Fig. 1: selected gate families
Scale bar: 20 µm.
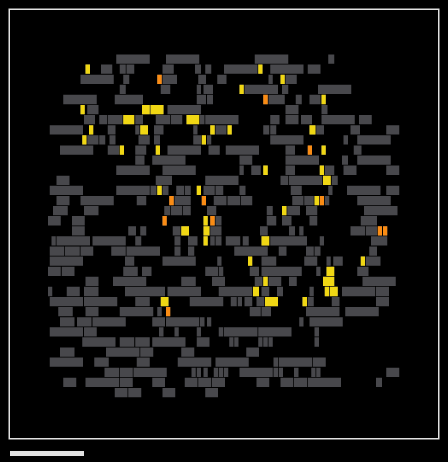
Fig. 2: register map, names as in the netlist
Scale bar: 20 µm. Other sequential cells in the stronger gray, the rest of the logic in the fainter gray.
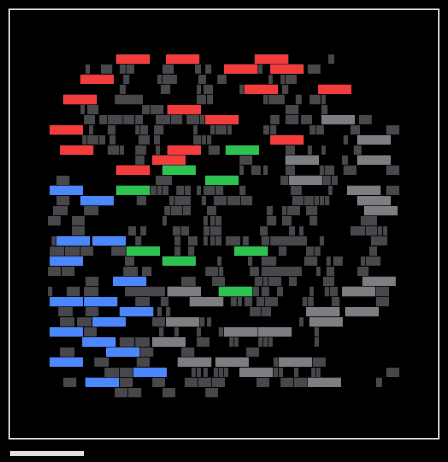
$ cat config.mk
export PLATFORM = sky130hd
export DESIGN_NAME = cmd_parser
export DESIGN_NICKNAME = d
export VERILOG_FILES = /design/src/rtl/cmd_pkg.sv /design/src/rtl/cmd_timeout.sv /design/src/rtl/cmd_parser.sv
export SDC_FILE = /design/constraint.sdc
export NUM_CORES = 1
export LEC_CHECK = 0
export CAP_MARGIN = 30
export CELL_PAD_IN_SITES_DETAIL_PLACEMENT = 0
export CELL_PAD_IN_SITES_GLOBAL_PLACEMENT = 1
export CORE_MARGIN = 10
export CORE_UTILIZATION = 35
export CTS_BUF_LIST = sky130_fd_sc_hd__clkbuf_4
export DETAILED_ROUTE_END_ITERATION = 8
export GPL_TIMING_DRIVEN = 0
export PLACE_DENSITY_LB_ADDON = 0.08
export RECOVER_POWER = 50
export SYNTH_ARGS = -nofsm -noshare
export SYNTH_HDL_FRONTEND = slang
export SYNTH_SLANG_ARGS = --single-unit
export TNS_END_PERCENT = 20
$ cat constraint.sdc
create_clock -name clk -period 2.7 [get_ports clk]
set_input_delay 0.27 -clock clk [delete_from_list [all_inputs] [get_ports clk]]
set_output_delay 0.27 -clock clk [all_outputs]
set_load 0.01 [all_outputs]
$ cat src/rtl/cmd_pkg.sv
// Shared encodings for the host-command parser: FSM states, error codes, default opcodes.
// Pure declarations; no logic, no latency, no flow control.
package cmd_pkg;

    typedef enum logic [1:0] {
        ST_IDLE   = 2'd0,
        ST_DATA   = 2'd1,
        ST_OPCODE = 2'd2,
        ST_ARG    = 2'd3
    } st_t;

    localparam logic [1:0] ERR_OPCODE  = 2'd1;
    localparam logic [1:0] ERR_TIMEOUT = 2'd2;
    localparam logic [1:0] ERR_INDEX   = 2'd3;

    localparam logic [7:0] DEF_REG_BASE   = 8'h10;
    localparam logic [7:0] DEF_RST_OPCODE = 8'hFF;

endpackage

$ cat src/rtl/cmd_timeout.sv
// Inter-byte watchdog: counts idle enabled cycles, pulses expired at CYCLES-1 unless cleared.
// Expiry is combinational from the count; no backpressure.
module cmd_timeout #(
    parameter int unsigned CYCLES = 100000
) (
    input  logic clk,
    input  logic rst,
    input  logic clr,
    input  logic en,
    output logic expired
);

    localparam int W = (CYCLES > 1) ? $clog2(CYCLES) : 1;
    localparam logic [W-1:0] LIMIT = W'(CYCLES - 1);

    logic [W-1:0] cnt;

    // A byte arriving in the expiry cycle beats the timeout.
    assign expired = en && !clr && (cnt == LIMIT);

    always_ff @(posedge clk or negedge rst) begin
        if (!rst) begin
            cnt <= '0;
        end else if (clr || !en || (cnt == LIMIT)) begin
            cnt <= '0;
        end else begin
            cnt <= cnt + 1'b1;
        end
    end

endmodule

$ cat src/rtl/cmd_parser.sv
// Length-prefixed byte-stream parser: data frames out with first/last, command frames to soft reset or a register bank.
// All strobes registered one cycle after the causing rx_valid; accepts a byte every cycle, no backpressure.
module cmd_parser
    import cmd_pkg::*;
#(
    parameter int unsigned NUM_REGS       = 2,
    parameter int unsigned REG_BYTES      = 1,
    parameter logic [7:0]  REG_BASE       = DEF_REG_BASE,
    parameter logic [7:0]  RST_OPCODE     = DEF_RST_OPCODE,
    parameter int unsigned TIMEOUT_CYCLES = 100000,
    parameter logic [31:0] REG_RESET      = '0,
    localparam int REG_W = 8 * REG_BYTES,
    localparam int IDX_W = (NUM_REGS > 1) ? $clog2(NUM_REGS) : 1
) (
    input  logic                      clk,
    input  logic                      rst,
    input  logic [7:0]                rx_data,
    input  logic                      rx_valid,
    output logic [7:0]                data_out,
    output logic                      data_valid,
    output logic                      data_first,
    output logic                      data_last,
    output logic [NUM_REGS*REG_W-1:0] regs,
    output logic                      reg_wr,
    output logic [IDX_W-1:0]          reg_idx,
    output logic                      soft_rst,
    output logic                      err,
    output logic [1:0]                err_code,
    output logic                      busy
);

    localparam logic [2:0] LAST_BYTE = 3'(REG_BYTES - 1);

    st_t                      state, state_nx;
    logic [7:0]               remaining, remaining_nx;
    logic                     first_pend, first_pend_nx;
    logic [IDX_W-1:0]         idx, idx_nx;
    logic [REG_W-1:0]         shadow, shadow_nx, shifted;
    logic [2:0]               bcnt, bcnt_nx;
    logic [NUM_REGS*REG_W-1:0] regs_nx;
    logic [7:0]               data_out_nx;
    logic                     data_valid_nx, data_first_nx, data_last_nx;
    logic                     reg_wr_nx, soft_rst_nx, err_nx;
    logic [IDX_W-1:0]         reg_idx_nx;
    logic [1:0]               err_code_nx;
    logic                     tmo_expired;
    logic [7:0]               op_off;
    logic                     in_bank, idx_ok;

    cmd_timeout #(.CYCLES(TIMEOUT_CYCLES)) u_timeout (
        .clk     (clk),
        .rst     (rst),
        .clr     (rx_valid),
        .en      (state != ST_IDLE),
        .expired (tmo_expired)
    );

    // Bytes arrive MSB first, so each new byte enters at the bottom.
    if (REG_BYTES == 1) begin : g_shift1
        assign shifted = rx_data;
    end else begin : g_shiftn
        assign shifted = {shadow[REG_W-9:0], rx_data};
    end

    assign op_off  = rx_data - REG_BASE;
    assign in_bank = ({1'b0, rx_data} >= {1'b0, REG_BASE}) &&
                     ({1'b0, rx_data} <  ({1'b0, REG_BASE} + 9'd16));
    assign idx_ok  = ({24'd0, op_off} < NUM_REGS);
    assign busy    = (state != ST_IDLE);

    always_comb begin
        state_nx      = state;
        remaining_nx  = remaining;
        first_pend_nx = first_pend;
        idx_nx        = idx;
        shadow_nx     = shadow;
        bcnt_nx       = bcnt;
        regs_nx       = regs;
        data_out_nx   = data_out;
        data_valid_nx = 1'b0;
        data_first_nx = 1'b0;
        data_last_nx  = 1'b0;
        reg_wr_nx     = 1'b0;
        reg_idx_nx    = reg_idx;
        soft_rst_nx   = 1'b0;
        err_nx        = 1'b0;
        err_code_nx   = err_code;

        if (rx_valid) begin
            case (state)
                ST_IDLE: begin
                    if (rx_data == 8'd0) begin
                        state_nx = ST_OPCODE;
                    end else begin
                        remaining_nx  = rx_data;
                        first_pend_nx = 1'b1;
                        state_nx      = ST_DATA;
                    end
                end
                ST_DATA: begin
                    data_out_nx   = rx_data;
                    data_valid_nx = 1'b1;
                    data_first_nx = first_pend;
                    first_pend_nx = 1'b0;
                    remaining_nx  = remaining - 8'd1;
                    if (remaining == 8'd1) begin
                        data_last_nx = 1'b1;
                        state_nx     = ST_IDLE;
                    end
                end
                ST_OPCODE: begin
                    state_nx = ST_IDLE;
                    if (rx_data == RST_OPCODE) begin
                        soft_rst_nx = 1'b1;
                    end else if (in_bank && idx_ok) begin
                        idx_nx    = op_off[IDX_W-1:0];
                        shadow_nx = '0;
                        bcnt_nx   = 3'd0;
                        state_nx  = ST_ARG;
                    end else begin
                        err_nx      = 1'b1;
                        err_code_nx = in_bank ? ERR_INDEX : ERR_OPCODE;
                    end
                end
                ST_ARG: begin
                    shadow_nx = shifted;
                    bcnt_nx   = bcnt + 3'd1;
                    if (bcnt == LAST_BYTE) begin
                        regs_nx[idx*REG_W +: REG_W] = shifted;
                        reg_wr_nx  = 1'b1;
                        reg_idx_nx = idx;
                        state_nx   = ST_IDLE;
                    end
                end
                default: state_nx = ST_IDLE;
            endcase
        end else if (tmo_expired) begin
            err_nx      = 1'b1;
            err_code_nx = ERR_TIMEOUT;
            state_nx    = ST_IDLE;
        end
    end

    always_ff @(posedge clk or negedge rst) begin
        if (!rst) begin
            state      <= ST_IDLE;
            remaining  <= 8'd0;
            first_pend <= 1'b0;
            idx        <= '0;
            shadow     <= '0;
            bcnt       <= 3'd0;
            regs       <= {NUM_REGS{REG_RESET[REG_W-1:0]}};
            data_out   <= 8'd0;
            data_valid <= 1'b0;
            data_first <= 1'b0;
            data_last  <= 1'b0;
            reg_wr     <= 1'b0;
            reg_idx    <= '0;
            soft_rst   <= 1'b0;
            err        <= 1'b0;
            err_code   <= 2'd0;
        end else begin
            state      <= state_nx;
            remaining  <= remaining_nx;
            first_pend <= first_pend_nx;
            idx        <= idx_nx;
            shadow     <= shadow_nx;
            bcnt       <= bcnt_nx;
            regs       <= regs_nx;
            data_out   <= data_out_nx;
            data_valid <= data_valid_nx;
            data_first <= data_first_nx;
            data_last  <= data_last_nx;
            reg_wr     <= reg_wr_nx;
            reg_idx    <= reg_idx_nx;
            soft_rst   <= soft_rst_nx;
            err        <= err_nx;
            err_code   <= err_code_nx;
        end
    end

endmodule

==> results_slide.txt <==
Key Metrics from the Run

Worst setup path
  • CP max stage cell: clkdlybuf4s50_1
  • Crit start category: input port
  • Critical Path End: idx$_DFFE_PN0P_
  • Stages on worst setup path: 5
  • Endpoint class of the critical path: flop
  • Crit path max-delay family: simple AND/OR/NAND/NOR gates
  • CP Max Fanout: 7
  • Internal reg-to-reg setup slack: 0.65 ns
  • Reg-to-reg endpoint: u_timeout.cnt[8]$_DFF_PN0_
  • Critical Path RT: 3.01 ns
  • Reg-to-reg startpoint: u_timeout.cnt[0]$_DFF_PN0_

Placed design
  • GPL Wtd Cong: 0.769
  • Placed Area: 3720 µm²
  • Pre-CTS setup slack: 0.117 ns
  • IO buf count: 41

Route
  • Via count: 2479
  • Antenna-violating nets left: 0
  • Met2 wire len: 3580 µm
  • M1 WL: 4080 µm
  • DRT Wirelength: 8190 µm
  • DR iter-0 viols: 138

Final timing
  • Min cycle time layout: 2.10 ns
  • Setup TNS: 0 ns
  • Final hold violations: 0
  • RSZ-0062 raised after global routing: false
  • Setup Skew: 0.0182 ns
  • Worst-Margin Slew: 1.66 ns
  • Max_slew headroom: -10.9%
  • Tcrit/Tclk final: 77.9%
  • Slew Viols, Final: 66
  • Worst Hold Slack: 0.170 ns

Final layout
  • Share of cells above drive strength 1: 15.5%
  • Area growth, synth to finish: 22.4%
  • Most instantiated logic cells after routing: 65 x dfrtp_1, 42 x nand2_1, 28 x clkdlybuf4s50_1
  • Antenna diode count: 0
  • Fin area: 3880 µm²
  • Fillers: 865

Global route
  • Global route overflow: 0
  • Largest net degree at the start of global routing: 66
  • Vias in the first global route: 2438
  • Met1 Use GR: 18.0%
  • GRT Total Usage: 12.9%
  • Global route hottest layer: met2

Clocking
  • CTS Buf Count: 9
  • Clk_lat worst skew: 0.42 ns
  • Post-CTS Setup Inserts: 0
  • Clock tree buffer depth: 2
  • CTS Hold Buffers Added: 1

Yosys
  • Mapped Area: 3170 µm²
  • Post-synth ARST share: 100%
  • Dominant Register Cell: dfrtp_1
  • Post-synthesis average cell area: 10.5 µm²
  • Post-synth EDFFs: 0
  • Synth Instances: 303

Power and ir drop
  • Pleak: 0.00179 µW
  • Gate power share: 28.4%
  • Psw: 988 µW
  • Tot Pwr: 2850 µW
  • P_int: 1860 µW

Floorplan
  • Die Wd: 115 µm
  • Top-level I/O count: 45
  • Die Y: 115 µm
  • Cell Rows: 34

Status
  • Failing checks: max-capacitance violations, max-slew violations
  • Outcome: complete, but fails checks

Min path
  • Hold_sp: rx_valid
  • Worst hold path class: in2reg

Flow run
  • Max-Cap Viols: 1
  • Stage-log warning count: 28
About Fig. 1:
- yellow: nor cells (cells 43; most used nor2_1)
- orange: inv cells (cells 11; most used inv_1)
fin cells: 469
combinational share of cell area: 37.2%
most frequent logic cell in the layout: dfrtp_1

About Fig. 2:
- blue: regs (flops 16)
- red: u_timeout.cnt (flops 17)
- green: remaining (flops 8; where center)

[cell type report]
class / instances / area (µm²) / area share (%)
sequential: 65 / 1630 / 41.9
tap: 108 / 135 / 3.48
buffer: 12 / 57.6 / 1.48
clock buffer: 9 / 67.6 / 1.74
timing repair buffer: 42 / 415 / 10.7
inverter: 11 / 41.3 / 1.06
clock inverter: 7 / 95.1 / 2.45
multi-input combinational: 215 / 1450 / 37.2
[sequential cells by signal (all words and copies together) (netlist names), 2 cells and up]
name           count
regs              16
u_timeout.cnt     17
bcnt               3
state              2
data_out           8
err_code           2
remaining          8
[synth_stat cells, types with 2 or more instances]
master,number,area [µm²]
dfrtp_1,65,1630
nand2_1,41,154
nor2_1,27,101
mux2_2,19,214
a21oi_1,12,60.1
inv_1,11,41.3
nand3_1,10,50.1
o21ai_0,8,40.0
xor2_1,7,61.3
nand2b_1,6,37.5
and3_1,5,31.3
clkbuf_1,5,18.8
ha_1,5,62.6
nand4_1,5,31.3
nor4_1,5,31.3
mux2i_1,4,40.0
xnor2_1,4,35.0
buf_2,3,15.0
nor3_1,3,15.0
o31ai_1,3,22.5
or3_1,3,18.8
a211oi_1,2,15.0
a21boi_0,2,15.0
a221o_1,2,20.0
a22o_1,2,17.5
a31oi_1,2,12.5
and4_1,2,17.5
buf_4,2,15.0
nor2b_1,2,12.5
nor4b_1,2,17.5
nor4bb_1,2,20.0
or2_2,2,12.5
or3_4,2,22.5
or4_1,2,15.0
[kinds of logic (layout without fill, tap and decap cells)]
logic type,Yosys count,count (layout),share of synthesized area [%]
and+or+nand+nor,130,130,22.0
DFF,65,65,51.3
AOI/OAI and AO/OA,46,46,10.6
muxes,23,23,8.00
buffers and inverters,23,81,3.11
xor gates and xnor gates,11,11,3.04
adders and majority gates,5,5,1.97
Power is estimated from default activity; no workload was simulated.
